==> config.mk <==
export PLATFORM = sky130hd
export DESIGN_NAME = branch_predictor
export DESIGN_NICKNAME = d
export VERILOG_FILES = /design/src/rtl/bp_pkg.sv /design/src/rtl/sat_counter2.sv /design/src/rtl/branch_predictor.sv
export SDC_FILE = /design/constraint.sdc
export NUM_CORES = 1
export LEC_CHECK = 0
export CAP_MARGIN = 15
export CORE_MARGIN = 3
export CORE_UTILIZATION = 55
export DETAILED_ROUTE_END_ITERATION = 10
export GPL_ROUTABILITY_DRIVEN = 0
export PLACE_DENSITY = 0.84
export SKIP_LAST_GASP = 1
export SLEW_MARGIN = 20
export SYNTH_ARGS = -nofsm -noshare
export SYNTH_HDL_FRONTEND = slang
export SYNTH_HIERARCHICAL = 1
export SYNTH_SLANG_ARGS = --single-unit
==> constraint.sdc <==
create_clock -name clk -period 4.15 [get_ports clk]
set_input_delay 0.83 -clock clk [delete_from_list [all_inputs] [get_ports clk]]
set_output_delay 0.83 -clock clk [all_outputs]
set_load 0.01 [all_outputs]
==> src/rtl/bp_pkg.sv <==
// rtl/bp_pkg.sv - shared BTB entry type and counter encodings for the branch predictor
package bp_pkg;

    localparam int BP_IDX_W_DEF = 4;
    // Tag field sized for the narrowest legal index (IDX_W=0); narrower tags are zero-extended.
    localparam int TAG_MAX_W    = 14;

    localparam logic [1:0] CTR_SNT = 2'b00;
    localparam logic [1:0] CTR_WNT = 2'b01;
    localparam logic [1:0] CTR_WT  = 2'b10;
    localparam logic [1:0] CTR_ST  = 2'b11;
    localparam logic [1:0] CTR_RST = CTR_WNT;

    typedef struct packed {
        logic                 valid;
        logic [TAG_MAX_W-1:0] tag;
        logic [15:0]          target;
        logic [1:0]           ctr;
    } bp_entry_t;

endpackage

==> src/rtl/sat_counter2.sv <==
// rtl/sat_counter2.sv - next-state logic for a 2-bit saturating direction counter
import bp_pkg::*;

module sat_counter2 (
    input  logic [1:0] ctr,
    input  logic       inc,
    output logic [1:0] ctr_nxt
);

    always_comb begin
        ctr_nxt = ctr;
        if (inc) begin
            if (ctr != CTR_ST) ctr_nxt = ctr + 2'd1;
        end else begin
            if (ctr != CTR_SNT) ctr_nxt = ctr - 2'd1;
        end
    end

endmodule

==> src/rtl/branch_predictor.sv <==
// rtl/branch_predictor.sv - direct-mapped BTB with 2-bit counters; BP_STATS_EN adds branch/mispredict counters
import bp_pkg::*;

module branch_predictor #(
    parameter int IDX_W = BP_IDX_W_DEF,
    parameter int TAG_W = 16 - IDX_W - 2
) (
    input  logic        clk,
    input  logic        rst,
    input  logic        IF_DONE,
    input  logic        MEM_DONE,
    input  logic [31:0] pc,
    output logic        pTaken,
    output logic [15:0] pTarget,
    input  logic        upd_valid,
    input  logic [31:0] upd_pc,
    input  logic        upd_taken,
    input  logic [15:0] upd_target,
    input  logic        upd_pred_taken,
    input  logic [15:0] upd_pred_target,
`ifdef BP_STATS_EN
    output logic [31:0] stat_branches,
    output logic [31:0] stat_mispredicts,
`endif
    output logic        mispredict
);

    localparam int NENT = 2 ** IDX_W;

    bp_entry_t table_q [NENT];

    logic [IDX_W-1:0]     lk_idx;
    logic [TAG_MAX_W-1:0] lk_tag;
    logic                 lk_hit;
    bp_entry_t            lk_entry;

    logic [IDX_W-1:0]     up_idx;
    logic [TAG_MAX_W-1:0] up_tag;
    logic                 up_hit;
    logic                 up_accept;
    logic                 up_in_range;
    bp_entry_t            up_entry;
    logic [1:0]           up_ctr_nxt;
    logic                 unused_upd_pc_lsbs;

    assign unused_upd_pc_lsbs = ^upd_pc[1:0];

    // Lookup: combinational read of the pre-update table, no write bypass.
    assign lk_idx   = pc[IDX_W+1:2];
    assign lk_tag   = TAG_MAX_W'(pc[15:IDX_W+2]);
    assign lk_entry = table_q[lk_idx];
    assign lk_hit   = lk_entry.valid && (lk_entry.tag == lk_tag)
                      && (pc[31:16] == 16'd0) && (pc[1:0] == 2'b00);
    assign pTaken   = lk_hit && lk_entry.ctr[1];
    assign pTarget  = lk_hit ? lk_entry.target : 16'd0;

    assign mispredict = upd_valid && ((upd_pred_taken != upd_taken)
                        || (upd_taken && (upd_pred_target != upd_target)));

    assign up_idx      = upd_pc[IDX_W+1:2];
    assign up_tag      = TAG_MAX_W'(upd_pc[15:IDX_W+2]);
    assign up_entry    = table_q[up_idx];
    assign up_hit      = up_entry.valid && (up_entry.tag == up_tag);
    assign up_accept   = upd_valid && IF_DONE && MEM_DONE;
    assign up_in_range = (upd_pc[31:16] == 16'd0);

    sat_counter2 u_ctr (
        .ctr     (up_entry.ctr),
        .inc     (upd_taken),
        .ctr_nxt (up_ctr_nxt)
    );

    always_ff @(posedge clk) begin
        if (rst) begin
            for (int i = 0; i < NENT; i++) begin
                table_q[i].valid  <= 1'b0;
                table_q[i].tag    <= '0;
                table_q[i].target <= 16'd0;
                table_q[i].ctr    <= CTR_RST;
            end
        end else if (up_accept && up_in_range) begin
            if (up_hit) begin
                table_q[up_idx].ctr <= up_ctr_nxt;
                if (upd_taken) table_q[up_idx].target <= upd_target;
            end else if (upd_taken) begin
                // Taken miss evicts whatever alias occupies this slot.
                table_q[up_idx].valid  <= 1'b1;
                table_q[up_idx].tag    <= up_tag;
                table_q[up_idx].target <= upd_target;
                table_q[up_idx].ctr    <= CTR_WT;
            end
        end
    end

`ifdef BP_STATS_EN
    always_ff @(posedge clk) begin
        if (rst) begin
            stat_branches    <= 32'd0;
            stat_mispredicts <= 32'd0;
        end else if (up_accept) begin
            if (stat_branches != 32'hFFFF_FFFF) stat_branches <= stat_branches + 32'd1;
            if (mispredict && (stat_mispredicts != 32'hFFFF_FFFF))
                stat_mispredicts <= stat_mispredicts + 32'd1;
        end
    end
`endif

    // TAG_W documents the effective tag width; storage uses the package-wide field.
    logic unused_tag_w;
    assign unused_tag_w = (TAG_W > TAG_MAX_W);

endmodule

==> design notes <==
Post-synth the commonest register cell is sky130_fd_sc_hd__edfxtp_1. Tracing the worst setup path back leads to its startpoint at table_q[14][26]. The proportion of synthesized area in mux cells was 19.4%. The H-tree was split into 2 levels. For the sequential fraction of design power, the log shows 50.3%. Hold analysis lists the worst path endpoint as table_q[7][28].

Combinational logic is responsible for 11.5% of the overall power. The simple-gate share of the synthesized area works out to 14.1%. The total power per unit cell area was 392 nW/um^2; the number of maximum-capacitance violations was 0.

The first-pass iteration count of the detailed router is 6. STA classifies the critical path startpoint as a register. The most common cell after layout, fill and taps aside is sky130_fd_sc_hd__edfxtp_1. The leakage power summed over all cells was 0.0101 uW.

Leaving out buffers and inverters, the combinational logic in the layout accounts for 8800 um^2. After synthesis, the cell types taking the most area are sky130_fd_sc_hd__edfxtp_1 (58%), sky130_fd_sc_hd__mux4_2 (17%), sky130_fd_sc_hd__and2_1 (5.3%). Per the detail_route report, the via count comes to 16.3k. With the post-synthesis sequential element count at 464, the number of cells in the yosys synthesis report is 1592. The clock network consumes a total of 4150 uW. In the global route stage, met1 resource usage came out at 40.4%. The run gives 1250 uW for the combinational power.

The delay contributed by the slowest stage of the critical path is 0.52 ns, and the final period utilization is 116%. For the number of DRC markers in iteration 0, the log shows 2446. The critical path maximum fanout is 6. Fill cells in the final layout number 2621.

The worst-case reg-to-reg path depth came out at 10. In this run the top signal layer used is met5. TritonCTS created 48 clock buffers. At floorplan, the net count of the design was reported as 1695. Wires add up to 73.0 mm. The floorplan has 74 rows. The met2 wirelength from detailed routing was 35.2 mm.

The run gives 23200 um^2 for the post-synthesis instance area. The transition time recorded at the tightest slew-check pin is 1.11 ns. Per the GRT congestion report, total overflow comes to 0. The endpoint of the lowest-slack register-to-register path was table_q[14][1].

In this run the clock root is driven by a sky130_fd_sc_hd__clkbuf_16. Per the STA report, the cell with the highest stage delay on the worst path is sky130_fd_sc_hd__mux4_2. The flip-flop count of the largest register, all copies and words added was 464. After synthesis, the most frequently instantiated cells are sky130_fd_sc_hd__edfxtp_1 (448), sky130_fd_sc_hd__nor2_1 (199), sky130_fd_sc_hd__and2_1 (195). After floorplanning, the core was sized to cover 41200 um^2. VDD sags by at most 0.360 mV. The final reports fail on negative setup slack. The slack of the critical path was -0.682 ns. The registers reported with the highest flop counts are table_q: 464 flops.

Per the OpenROAD floorplan log, the height of the die is 211 um. Register clock-pin slew on the reported worst setup and hold paths: 0.07 ns. Sorting the Yosys area breakdown by cell type puts at the top sky130_fd_sc_hd__edfxtp_1. The report gives the cell count of the worst hold path as 2.

The run gives 0.81 ns for the flop-to-flop setup slack. In the floorplan report the effective utilization is 56.2%. STA puts the critical path data arrival time at 4.00 ns.

The most common logic cells in the final layout are sky130_fd_sc_hd__edfxtp_1 (448), sky130_fd_sc_hd__nor2_1 (199), sky130_fd_sc_hd__and2_1 (195). For this run, the script counts the antenna cells in the layout as 0. The worst setup path is of the reg2out kind.

The peak-usage layer in the global routing report is met2. The clock passes through at most 3 buffers. At the end of the flow, the number of nets in the layout was 1891. 121 I/O pins were placed.

The detail-routed via count per cell was 6.91. With the final antenna-violating net count at 0, the total power after layout is 10900 uW. The run finished, with violations left. Each instance of the synthesized netlist takes up on average 14.5 um^2. The met3 track demand over resource in global routing was 8.04%; the count of buffering cells on the critical path with inverters included was 4. The run gives 5460 uW for the power drawn by the sequential cells.

Of all flip-flops after synthesis, the portion carrying an async set or reset was 0%. Endpoints failing hold in the final report were tallied at 0. After floorplanning, the die was sized to cover 44600 um^2. Dominant delay contributor by cell family on the critical path: multiplexers.

The source of the worst register-to-register timing path was table_q[14][26]. Per the synthesis report, the number of distinct cell types is 45. For the worst slew margin relative to its limit, the log shows 25.9%. After synthesis, the largest area contributor takes up 58.1% of total cell area. Setup repair after global routing could not meet its margin everywhere. Xor and xnor area share after synthesis: 1.47%.

The logs give 80 for the maximum number of pins on one net before global-route repair and 59.5% for the fraction of the yosys area taken by sequential cells. The worst hold path belongs to the class reg2reg. Cell with the most instances after synthesis: sky130_fd_sc_hd__edfxtp_1. The tools report the peak clock frequency supported by timing as 207 MHz.

The final total negative setup slack was -11.31 ns; the cell count after synthesis was 1592. Buffers inserted to repair hold after CTS numbered 0. With the sum of net half-perimeters after detailed placement at 44.7 mm, the average wire length per cell after detail routing is 31.0 um.

The number of resized instances in the post-cts repair step was 86. The capture point of the critical path was reported as pTarget[1]. TritonCTS built the clock tree. The shortest clock period the worst path allows after layout was 4.83 ns; the critical path depth in cells was 11. The number of flops mapped to enable cells by yosys works out to 448. With the compound-cell area share of the yosys netlist at 2.56%, the net switching power is 2630 uW.

The total tool warning count came out at 30. For this run, the number of Yosys warnings is 6. The quantity of I/O buffers inserted on ports came out at 118.

The logs give 16.6k for the via count of the first global-routing pass and 0 for the total count of max-transition violations in the final report. The fraction of power spent switching nets was 24.2%; the number of setup violations in the final report was 17. The power group with the highest consumption is registers.

The internal power of the cells totals 8230 uW. The register ranked first by flip-flop count was table_q. Per STA, the worst path is made up of mux4_2 -> mux4_2 -> xnor2_2 -> nand4_1 -> nor4_4 -> buf_4 -> nand4_1 -> buf_6 -> clkbuf_16 -> nor2b_1 -> buf_2. The met2 capacity usage during global routing is 52.7%, and the wire length the detailed router placed on met1 is 23.4 mm. The run gives 1 for the number of antenna violations at the first check in global routing.
==> per-stage QoR <==
step	instance area, um^2	instances	util, %	setup slack [ns]	hold slack [ns]
2_1_floorplan	23200	1592	-	0.0359	0.437
3_3_place_gp	26000	2256	63.2	-1.35	0.453
3_5_place_dp	26000	2256	63.2	-1.42	0.475
4_1_cts	27500	2342	66.8	-0.687	0.480
5_1_grt	27700	2355	67.3	-0.687	0.513
6_report	27700	2355	67.3	-0.682	0.483
==> final cells by class <==
type | count | area share (%)
Clock inverter | 28 | 0.848
Sequential cell | 464 | 49.7
Timing Repair Buffer | 278 | 10.6
Clock buffer | 57 | 4.45
Tap cell | 532 | 2.40
Inverter | 20 | 0.271
Multi-Input combinational cell | 976 | 31.7
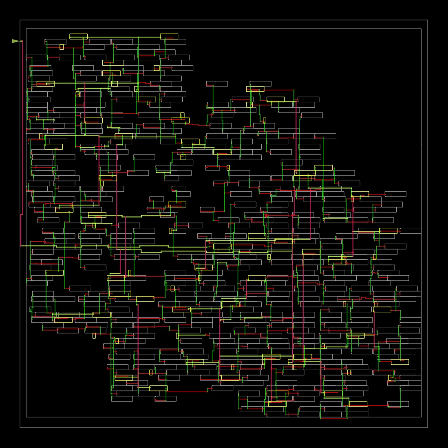
Fig. 1. Clock wiring as the flow saved it.
total number of sequential cells: 464
clock insertion delay at the later pin of the skew report: 0.61 ns
number of sinks driven by the clock tree: 464

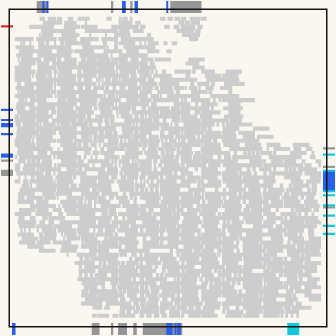
Fig. 2. Ports around the boundary.
Pins as bars across the die edge, other pins in grey.
Key: red = clk [pins 1, direction input, edge left]; cyan = pTarget [pins 16, direction output, edge 8 right, 8 bottom]; blue = upd_pc [pins 32, direction input, edge 9 bottom, 9 right, 7 left, 7 top]

Power figures rest on the tool's default switching activity, not on a simulated workload.
